$ cat src/rtl/axil_reg_slave.sv
// AXI4-Lite register bank responder: NUM_REGS word registers with byte strobes.
// Define AXIL_REG_SLVERR_EN to answer out-of-range accesses with SLVERR instead of OKAY.
module axil_reg_slave #(
    parameter int unsigned           DATA_WIDTH  = 32,
    parameter int unsigned           ADDR_WIDTH  = 8,
    parameter int unsigned           NUM_REGS    = 4,
    parameter logic [DATA_WIDTH-1:0] RESET_VALUE = '0
) (
    input  logic                      s0_axi_aclk,
    input  logic                      s0_axi_aresetn,
    input  logic [ADDR_WIDTH-1:0]     s0_axi_awaddr,
    input  logic                      s0_axi_awvalid,
    output logic                      s0_axi_awready,
    input  logic [DATA_WIDTH-1:0]     s0_axi_wdata,
    input  logic [DATA_WIDTH/8-1:0]   s0_axi_wstrb,
    input  logic                      s0_axi_wvalid,
    output logic                      s0_axi_wready,
    output logic [1:0]                s0_axi_bresp,
    output logic                      s0_axi_bvalid,
    input  logic                      s0_axi_bready,
    input  logic [ADDR_WIDTH-1:0]     s0_axi_araddr,
    input  logic                      s0_axi_arvalid,
    output logic                      s0_axi_arready,
    output logic [DATA_WIDTH-1:0]     s0_axi_rdata,
    output logic [1:0]                s0_axi_rresp,
    output logic                      s0_axi_rvalid,
    input  logic                      s0_axi_rready
);

    localparam int unsigned STRB_WIDTH = DATA_WIDTH / 8;
    localparam int unsigned ADDR_LSB   = $clog2(STRB_WIDTH);
    localparam int unsigned IDX_WIDTH  = ADDR_WIDTH - ADDR_LSB;

    localparam logic [1:0] RESP_OKAY = 2'b00;
`ifdef AXIL_REG_SLVERR_EN
    localparam logic [1:0] RESP_OOR  = 2'b10;
`else
    localparam logic [1:0] RESP_OOR  = 2'b00;
`endif

    typedef enum logic [1:0] {WIdle, WHaveAddr, WHaveData, WResp} wstate_e;
    typedef enum logic       {RIdle, RData} rstate_e;

    function automatic logic idx_ok(input logic [IDX_WIDTH-1:0] idx);
        return 32'(idx) < NUM_REGS;
    endfunction

    // Sub-word address bits select nothing; unaligned accesses hit the containing word.
    logic unused_addr_lsb;
    assign unused_addr_lsb = ^{s0_axi_awaddr[ADDR_LSB-1:0], s0_axi_araddr[ADDR_LSB-1:0]};

    logic [IDX_WIDTH-1:0] aw_idx, ar_idx;
    assign aw_idx = s0_axi_awaddr[ADDR_WIDTH-1:ADDR_LSB];
    assign ar_idx = s0_axi_araddr[ADDR_WIDTH-1:ADDR_LSB];

    logic [DATA_WIDTH-1:0] regs_q [NUM_REGS];
    logic [DATA_WIDTH-1:0] regs_d [NUM_REGS];

    // Write channel state
    wstate_e               wstate_q, wstate_d;
    logic [IDX_WIDTH-1:0]  awidx_q, awidx_d;
    logic [DATA_WIDTH-1:0] wdata_q, wdata_d;
    logic [STRB_WIDTH-1:0] wstrb_q, wstrb_d;
    logic                  awready_q, awready_d;
    logic                  wready_q, wready_d;
    logic                  bvalid_q, bvalid_d;
    logic [1:0]            bresp_q, bresp_d;

    // Read channel state
    rstate_e               rstate_q, rstate_d;
    logic                  arready_q, arready_d;
    logic                  rvalid_q, rvalid_d;
    logic [DATA_WIDTH-1:0] rdata_q, rdata_d;
    logic [1:0]            rresp_q, rresp_d;

    logic                  aw_hs, w_hs, ar_hs;
    logic                  commit;
    logic [IDX_WIDTH-1:0]  cm_idx;
    logic [DATA_WIDTH-1:0] cm_data;
    logic [STRB_WIDTH-1:0] cm_strb;
    logic [DATA_WIDTH-1:0] rd_word;

    assign aw_hs = s0_axi_awvalid & awready_q;
    assign w_hs  = s0_axi_wvalid & wready_q;
    assign ar_hs = s0_axi_arvalid & arready_q;

    always_comb begin
        wstate_d  = wstate_q;
        awidx_d   = awidx_q;
        wdata_d   = wdata_q;
        wstrb_d   = wstrb_q;
        awready_d = awready_q;
        wready_d  = wready_q;
        bvalid_d  = bvalid_q;
        bresp_d   = bresp_q;
        commit    = 1'b0;
        cm_idx    = aw_idx;
        cm_data   = s0_axi_wdata;
        cm_strb   = s0_axi_wstrb;
        unique case (wstate_q)
            WIdle: begin
                if (aw_hs && w_hs) begin
                    commit = 1'b1;
                end else if (aw_hs) begin
                    awidx_d   = aw_idx;
                    awready_d = 1'b0;
                    wstate_d  = WHaveAddr;
                end else if (w_hs) begin
                    wdata_d  = s0_axi_wdata;
                    wstrb_d  = s0_axi_wstrb;
                    wready_d = 1'b0;
                    wstate_d = WHaveData;
                end
            end
            WHaveAddr: begin
                cm_idx = awidx_q;
                commit = w_hs;
            end
            WHaveData: begin
                cm_data = wdata_q;
                cm_strb = wstrb_q;
                commit  = aw_hs;
            end
            WResp: begin
                if (bvalid_q && s0_axi_bready) begin
                    bvalid_d  = 1'b0;
                    awready_d = 1'b1;
                    wready_d  = 1'b1;
                    wstate_d  = WIdle;
                end
            end
            default: wstate_d = WIdle;
        endcase
        if (commit) begin
            bvalid_d  = 1'b1;
            bresp_d   = idx_ok(cm_idx) ? RESP_OKAY : RESP_OOR;
            awready_d = 1'b0;
            wready_d  = 1'b0;
            wstate_d  = WResp;
        end
    end

    // Out-of-range commits match no register and are dropped.
    always_comb begin
        regs_d = regs_q;
        for (int unsigned r = 0; r < NUM_REGS; r++) begin
            if (commit && (32'(cm_idx) == r)) begin
                for (int unsigned b = 0; b < STRB_WIDTH; b++) begin
                    if (cm_strb[b]) regs_d[r][8*b +: 8] = cm_data[8*b +: 8];
                end
            end
        end
    end

    // Reads sample regs_q, so a same-edge write commit is not yet visible.
    always_comb begin
        rd_word = '0;
        for (int unsigned r = 0; r < NUM_REGS; r++) begin
            if (32'(ar_idx) == r) rd_word = regs_q[r];
        end
    end

    always_comb begin
        rstate_d  = rstate_q;
        arready_d = arready_q;
        rvalid_d  = rvalid_q;
        rdata_d   = rdata_q;
        rresp_d   = rresp_q;
        unique case (rstate_q)
            RIdle: begin
                if (ar_hs) begin
                    rdata_d   = rd_word;
                    rresp_d   = idx_ok(ar_idx) ? RESP_OKAY : RESP_OOR;
                    rvalid_d  = 1'b1;
                    arready_d = 1'b0;
                    rstate_d  = RData;
                end
            end
            RData: begin
                if (s0_axi_rready) begin
                    rvalid_d  = 1'b0;
                    arready_d = 1'b1;
                    rstate_d  = RIdle;
                end
            end
            default: rstate_d = RIdle;
        endcase
    end

    always_ff @(posedge s0_axi_aclk or negedge s0_axi_aresetn) begin
        if (!s0_axi_aresetn) begin
            wstate_q  <= WIdle;
            awidx_q   <= '0;
            wdata_q   <= '0;
            wstrb_q   <= '0;
            awready_q <= 1'b1;
            wready_q  <= 1'b1;
            bvalid_q  <= 1'b0;
            bresp_q   <= RESP_OKAY;
            rstate_q  <= RIdle;
            arready_q <= 1'b1;
            rvalid_q  <= 1'b0;
            rdata_q   <= '0;
            rresp_q   <= RESP_OKAY;
            for (int unsigned r = 0; r < NUM_REGS; r++) regs_q[r] <= RESET_VALUE;
        end else begin
            wstate_q  <= wstate_d;
            awidx_q   <= awidx_d;
            wdata_q   <= wdata_d;
            wstrb_q   <= wstrb_d;
            awready_q <= awready_d;
            wready_q  <= wready_d;
            bvalid_q  <= bvalid_d;
            bresp_q   <= bresp_d;
            rstate_q  <= rstate_d;
            arready_q <= arready_d;
            rvalid_q  <= rvalid_d;
            rdata_q   <= rdata_d;
            rresp_q   <= rresp_d;
            regs_q    <= regs_d;
        end
    end

    assign s0_axi_awready = awready_q;
    assign s0_axi_wready  = wready_q;
    assign s0_axi_bvalid  = bvalid_q;
    assign s0_axi_bresp   = bresp_q;
    assign s0_axi_arready = arready_q;
    assign s0_axi_rvalid  = rvalid_q;
    assign s0_axi_rdata   = rdata_q;
    assign s0_axi_rresp   = rresp_q;

endmodule

$ cat config.mk
export PLATFORM = sky130hd
export DESIGN_NAME = axil_reg_slave
export DESIGN_NICKNAME = d
export VERILOG_FILES = /design/src/rtl/axil_reg_slave.sv
export SDC_FILE = /design/constraint.sdc
export NUM_CORES = 1
export LEC_CHECK = 0
export CORE_ASPECT_RATIO = 1.2
export CORE_MARGIN = 3
export CORE_UTILIZATION = 51
export DETAILED_ROUTE_END_ITERATION = 10
export GPL_TIMING_DRIVEN = 0
export PLACE_DENSITY = 0.76
export SYNTH_ARGS = -nofsm -noshare
export SYNTH_HDL_FRONTEND = slang
export SYNTH_SLANG_ARGS = --single-unit
$ cat constraint.sdc
create_clock -name s0_axi_aclk -period 1.9 [get_ports s0_axi_aclk]
set_input_delay 0.38 -clock s0_axi_aclk [delete_from_list [all_inputs] [get_ports s0_axi_aclk]]
set_output_delay 0.38 -clock s0_axi_aclk [all_outputs]
set_load 0.02 [all_outputs]
**Run 1: port wiring**

The bar under the picture is 50 um long.
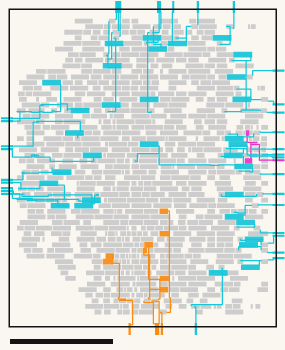
legend:
  s0_axi_rdata:
    colour: cyan
    direction: output
    edge: 14 right, 9 left, 8 top, 1 bottom
    end_cells: 32
    buffers: 32
    wire: 1,160 um
  s0_axi_wstrb:
    colour: orange
    direction: input
    edge: bottom
    end_cells: 8
    buffers: 4
    wire: 215 um
  s0_axi_arvalid:
    colour: magenta
    direction: input
    edge: right
    end_cells: 2
    buffers: 1
    wire: 37.2 um
io pins: 100
Port-buffer cells: 90

**Run 1: placement density heat map**

The bar under the picture is 50 um long. 13 x 15 tiles, from white (low) to dark blue (high), 0 to 100% covered.
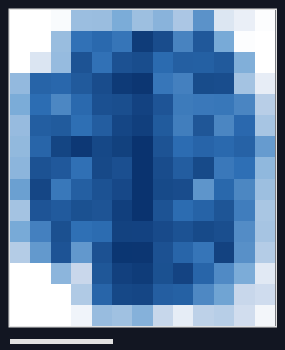
tiles over 75% full: 49%
nearly empty tiles: 8.7%
densest ninth of the die: middle
emptiest ninth of the die: bottom left
fullest tile: 99%
Util after Layout: 71.4%
Core Region: 17,600 um^2
Pre-Place Util: 52.5%

==> impl_metrics.py, run 1 <==
# Physical implementation metrics
metrics = {
    "timing": {
        "fin_hold_ws_ps": 490,
        "rsz0062_at_grt": "true",
        "fin_ws_ps": -184,
        "setup_viol": 158,
        "worst_pin_slew_ps": 794,
        "max-slew-margin-rel_pct": 47.1,
        "maxSlewViolCount": 0,
        "skew_ps": 10.9,
        "max_freq_mhz": 480,
        "fin_crit_sh_pct": 110,
    },
    "layout": {
        "antenna_cells": 0,
        "final_cells": 984,
        "fillers": 1031,
        "nets": 807,
        "drive_above_1_share_pct": 50.0,
        "most-common-layout-cells": "dfrtp_1 (206), mux2_2 (115), mux2_4 (86)",
        "syn2layout_area_growth_pct": 36.0,
        "final_cell_area_um2": 12600,
    },
    "placed_design": {
        "post-dp-hpwl_um": 13600,
        "preCtsSetupSlack_ps": -1210,
        "dp_cells": 902,
        "place_congestion": 0.861,
        "place_area_um2": 10600,
    },
    "grt": {
        "grt_pass1_wl_um": 35900,
        "grt_usage_pct": 23.0,
        "antenna_found_initial": 0,
        "overflow": 0,
        "grt_pass1_vias": 6489,
    },
    "power_and_ir_drop": {
        "cellPowerDensity_nw_per_um2": 1430,
        "p_leak_nw": 6.02,
        "max-vdd-ir-drop_v": 0.000875,
    },
    "floorplan": {
        "die_h_um": 154,
        "num_rows": 53,
    },
    "route": {
        "vias_per_cell": 6.05,
        "routedWlPerCell_um": 23.9,
        "dr_total_vias": 5951,
        "totalWireLength_um": 23500,
        "drcViolationCount": 0,
        "antenna_left": 0,
        "drtIter0Drc": 481,
    },
    "clocking": {
        "clockRootBuffer": "clkbuf_16",
        "clock_sinks": 210,
        "htreeDepth": 1,
        "clk_pin_slew_worst_paths_ps": 60,
        "cts_buffers": 22,
    },
    "logic_synthesis": {
        "synth_area_um2": 9260,
        "async_flop_share_pct": 100,
        "yosys.stat.chipArea_um2": 9260,
        "synth-seq-area-share_pct": 56.8,
        "synth_area_per_cell_um2": 15.7,
        "synthDistinctLibCells": 39,
        "enable_flop_cells": 0,
        "synthCells": 588,
        "yosysCellCount": 588,
        "yosysWarnings": 0,
        "netlist.area_leader.share_pct": 55.9,
    },
    "worst_setup_path": {
        "required_ps": 2280,
        "critPathArrivalTime_ps": 2470,
        "critPathMaxFanout": 8,
        "critical_path_class": "reg -> reg",
    },
    "outcome": {
        "failed_checks": "negative setup slack",
        "status": "finished with violations",
    },
    "flow_run": {
        "maxCapViolations": 0,
    },
    "worst_hold_path": {
        "min_path_type": "in -> reg",
    },
}
**Run 1: register map, names as in the netlist**

The bar under the picture is 50 um long. Other sequential cells in the stronger grey, the rest of the logic in the fainter grey.
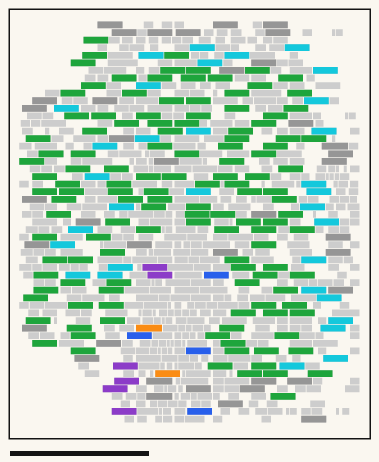
legend:
  wstrb_q:
    colour: blue
    flops: 4
    where: bottom middle
  awidx_q:
    colour: purple
    flops: 6
  regs_q:
    colour: green
    flops: 128
  s0_axi_rdata:
    colour: cyan
    flops: 32
    where: spread over the die
  wstate_q:
    colour: orange
    flops: 2
Seq area share: 41.8%
Seq. pwr: 0.00693 W
Seq. cell area: 5260 um^2

**Run 1: floorplan with the power grid**

The bar under the picture is 50 um long. Pins as bars on the die edge. Tap cells in grey.
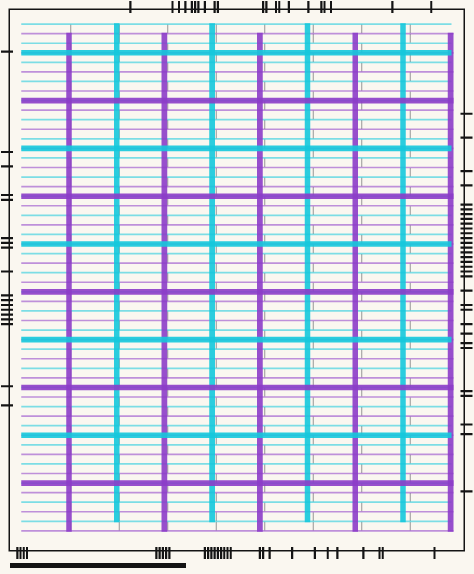
legend:
  VSS:
    colour: purple
  VDD:
    colour: cyan
rows: 53
tap cells: 220
met5 straps: 10
met1 rails: 54
met4 straps: 9

run 1: layer usage:
layer	share of wire, %	global-route usage (%)
met3	4.7	3.30
met1	41	30.4
met4	2.9	7.25
met2	52	39.3
met5	0	0
run 1: synthesized netlist by cell type (3+ instances only):
cell type,number
dfrtp_1,207
mux2_2,192
a22o_1,32
mux4_2,32
clkbuf_1,18
nand3_1,13
nand2_1,9
inv_1,8
mux2_4,8
nand2b_1,6
a21oi_1,5
buf_4,5
nor2_1,5
o21ai_0,5
a211oi_1,4
nand3b_1,4
a2111oi_4,3
buf_1,3
dfstp_2,3
run 1: where the power goes:
part | switching, W | internal [W]
clock | 0.00182 | 0.00279
combinational | 0.00269 | 0.00376
sequential | 0.000931 | 0.00600
run 1: state kept, by name (all words and copies together), names as in the netlist:
signal / flops
s0_axi_wready: 1
regs_q: 128
s0_axi_awready: 1
s0_axi_arready: 1
wstate_q: 2
s0_axi_rdata: 32
s0_axi_bvalid: 1
awidx_q: 6
rstate_q: 1
wdata_q: 32
s0_axi_rvalid: 1
wstrb_q: 4
run 1: through the flow:
step                util, %  TNS (ps)  total power (W)
global placement       59.9  -1769500           0.0109
global route           71.4    -18950           0.0187
detailed placement     60.1   -160530           0.0113
finish                 71.4    -15090           0.0180
floorplan                 -    -13510          0.00995
CTS                    69.0     -2060           0.0170
run 1: kinds of logic after synthesis:
family / synth area share [%]
AND-OR/OR-AND: 5.57
buffers and inverters: 1.81
multiplexers: 32.8
flip-flops: 56.8
other: 0.0405
AND/OR/NAND/NOR: 2.99
run 1: timing repair:
item | 4_1_cts | 5_1_grt
hold buffers | 1 | 0
buffers inserted | 23 | 14
resized | 113 | 83
setup endpoints to repair | 200 | 199
hold endpoints to repair | 103 | 0
cloned | 2 | 3
pin swaps | 25 | 16
run 1: final timing paths:
check,from,endpoint,depth (start not counted)
min in group asynchronous,s0_axi_aresetn,wdata_q[26],2
setup reg to reg,wstate_q[1],regs_q[23],7
max in group asynchronous,s0_axi_aresetn,s0_axi_rdata[17],3
setup / recovery,wstate_q[1],regs_q[23],7
hold / removal,s0_axi_arvalid,s0_axi_arready,2
hold reg to reg,s0_axi_rdata[29],s0_axi_rdata[29],1
run 1: worst max-delay path: stages, from the launching register on:
cell and delay (ps):
dfrtp_1 380, buf_6 180, buf_8 130, nand3b_1 240, a211oi_4 330, buf_6 170, nand3_4 190, mux2_4 350
run 1: cell type report:
| cell class | count | area, um^2 | share of cell area, % |
|---|---|---|---|
| sequential | 210 | 5260 | 41.8 |
| multi-input combinational | 344 | 4510 | 35.8 |
| timing repair buffer | 134 | 1450 | 11.5 |
| clock buffer | 30 | 642 | 5.10 |
| buffer | 28 | 283 | 2.25 |
| tap | 220 | 275 | 2.19 |
| clock inverter | 10 | 140 | 1.11 |
| inverter | 8 | 33.8 | 0.268 |
==> run 1 -> run 2 <==
--- a/config.mk
+++ b/config.mk
@@ -5,7 +5,7 @@
 export SDC_FILE = /design/constraint.sdc
 export NUM_CORES = 1
 export LEC_CHECK = 0
-export CORE_ASPECT_RATIO = 1.2
+export CORE_ASPECT_RATIO = 1.4
 export CORE_MARGIN = 3
 export CORE_UTILIZATION = 51
 export DETAILED_ROUTE_END_ITERATION = 10
**Run 2: floorplan with the power grid**

The bar under the picture is 20 um long. Pins as bars on the die edge. Tap cells in grey.
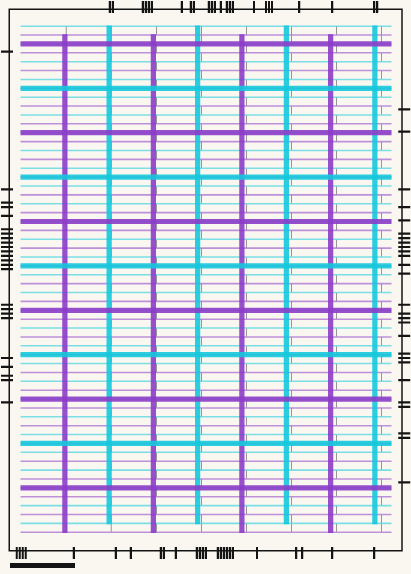
DIE HEIGHT: 165 um
Worst VDD drop: 0.000955 V
Core Region: 17,600 um^2

**Run 2: placement view**

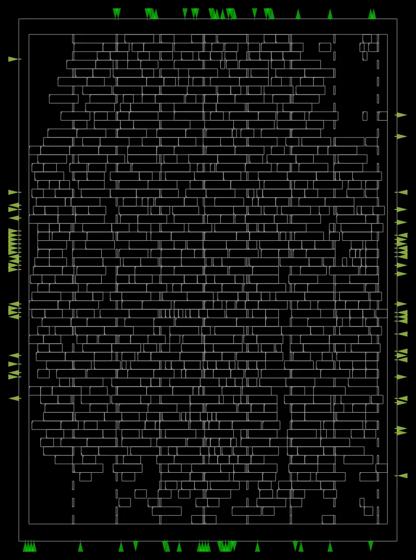
Util after Layout: 70.2%
Filler cells: 1,143

**Run 2: placement density heat map**

The bar under the picture is 20 um long. 12 x 17 tiles, from white (low) to dark blue (high), 0 to 100% covered.
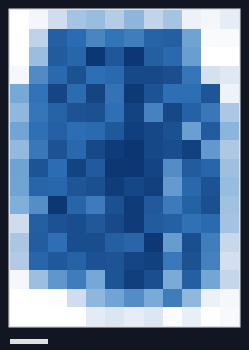
Pre-Place Util: 52.6%

==> run 2 against run 1 <==
- combinational power decreased by 3%
- synthesized cell count unchanged
- the flow still finishes with violations (negative setup slack)
- highest routed layer unchanged
- utilization decreased by 1.2 points
- global-route usage about the same
- total power decreased by 6.1%
==> impl_metrics.py, run 2 <==
# Physical implementation metrics
metrics = {
    "timing": {
        "fin_ws_ps": -200,
        "maxSlewViolCount": 0,
        "max_freq_mhz": 476,
        "max-slew-margin-rel_pct": 54.4,
        "worst_pin_slew_ps": 685,
        "fin_crit_sh_pct": 111,
        "setup_viol": 128,
        "fin_hold_ws_ps": 467,
    },
    "logic_synthesis": {
        "netlist.area_leader.share_pct": 55.9,
        "yosysCellCount": 588,
        "synth_area_per_cell_um2": 15.7,
        "synth_area_um2": 9260,
        "top_cell": "dfrtp_1",
        "synth-seq-area-share_pct": 56.8,
        "synthCells": 588,
        "yosys.stat.chipArea_um2": 9260,
        "enable_flop_cells": 0,
        "async_flop_share_pct": 100,
    },
    "route": {
        "antenna_left": 0,
        "drcViolationCount": 0,
        "routedWlPerCell_um": 23.2,
        "vias_per_cell": 5.93,
        "dr_total_vias": 5897,
    },
    "layout": {
        "final_cell_area_um2": 12400,
        "top_register": "regs_q",
        "largest_reg_flops": 128,
        "antenna_cells": 0,
        "most-common-layout-cells": "dfrtp_1 (205), mux2_2 (117), mux2_4 (84)",
        "nets": 809,
        "syn2layout_area_growth_pct": 33.5,
    },
    "placed_design": {
        "place_congestion": 0.809,
        "io_buffers": 90,
        "place_area_um2": 10600,
    },
    "worst_hold_path": {
        "min_path_type": "in -> async",
    },
    "clocking": {
        "htreeDepth": 1,
        "clock_sinks": 210,
        "clk_pin_slew_worst_paths_ps": 70,
        "clockRootBuffer": "clkbuf_16",
    },
    "grt": {
        "grt_usage_pct": 23.1,
        "grt_pass1_vias": 6454,
        "grt_pass1_wl_um": 35900,
        "overflow": 0,
    },
    "outcome": {
        "failed_checks": "negative setup slack",
        "status": "finished with violations",
    },
    "worst_setup_path": {
        "slowest_delay_ps": 570,
        "cp_cell_sequence": "a21oi_4 -> or2_4 -> buf_8 -> a2111oi_4 -> buf_12 -> mux2_4",
        "critPathArrivalTime_ps": 2470,
        "crit_family": "flip-flops",
        "slowest_stage": "dfstp_2",
        "critPathMaxFanout": 8,
    },
    "floorplan": {
        "ios": 100,
        "num_rows": 57,
    },
}
==> run 2: cell count changes in the layout (fill, tap and decap cells not counted), moves of 3 or more <==
| cell | previous run | this run |
|---|---|---|
| dlymetal6s2s_1 | 11 | 2 |
| buf_4 | 27 | 34 |
| clkdlybuf4s50_1 | 72 | 82 |
| bufinv_16 | 3 | 0 |
| clkbuf_16 | 27 | 22 |
| clkinvlp_4 | 3 | 0 |
| clkinv_2 | 3 | 6 |
==> run 2: worst paths after layout <==
kind / start / to / slack (ps) / cells past startpoint
setup / recovery: s0_axi_awready / regs_q[122] / -200 / 6
hold / removal: s0_axi_aresetn / wstate_q[1] / 470 / 2
setup reg to reg: s0_axi_awready / regs_q[122] / -200 / 6
hold reg to reg: s0_axi_rdata[27] / s0_axi_rdata[27] / 500 / 1
max in group asynchronous: s0_axi_aresetn / s0_axi_rdata[15] / 360 / 3
min in group s0_axi_aclk: s0_axi_rdata[27] / s0_axi_rdata[27] / 500 / 1
==> run 2: routing by layer <==
layer  track usage [%]  routed length [um]  vias up
met5                 0                   0        -
met4              6.83                 603        0
met3              3.54                1100       57
met2              40.5               12100      169
met1              29.9                9290     3145
li1                  -                   -     2526
==> run 2: repair_timing <==
action	CTS	global route
gates cloned	1	1
endpoints found under the setup margin	199	193
hold endpoints to repair	76	0
hold buffers	1	0
resized	123	56
pin swaps	20	16
buffers inserted	27	16
==> run 2: cells by family after synthesis <==
family / synth area share [%]
compound gates: 5.57
buf+inv: 1.81
flops: 56.8
mux: 32.8
other cells: 0.0405
simple gates: 2.99
==> run 2: report_power, final <==
part	internal, W	switching (W)	leakage (nW)
Clock	0.00205	0.00165	0.294
Sequential	0.00601	0.000917	2.83
Combinational	0.00366	0.00262	2.62
Total	0.0117	0.00519	5.74
==> run 2: metrics by stage <==
step,power (W),utilization [%],instances,worst slack [ps]
global placement,0.0110,60.1,917,-7710
finish,0.0169,70.2,995,-200
CTS,0.0161,68.3,979,-143
detailed placement,0.0113,60.3,918,-1340
global route,0.0177,70.2,995,-249
floorplan,0.00995,-,591,-307
==> run 2: layout make-up <==
class | count | area [um^2]
buffer | 28 | 254
clock buffer | 26 | 554
clock inverter | 6 | 30.0
fill | 1143 | 5260
inverter | 8 | 30.0
multi-input combinational | 344 | 4520
sequential | 210 | 5260
tap | 236 | 295
timing repair buffer | 137 | 1420
Power and IR drop assume default switching activity.
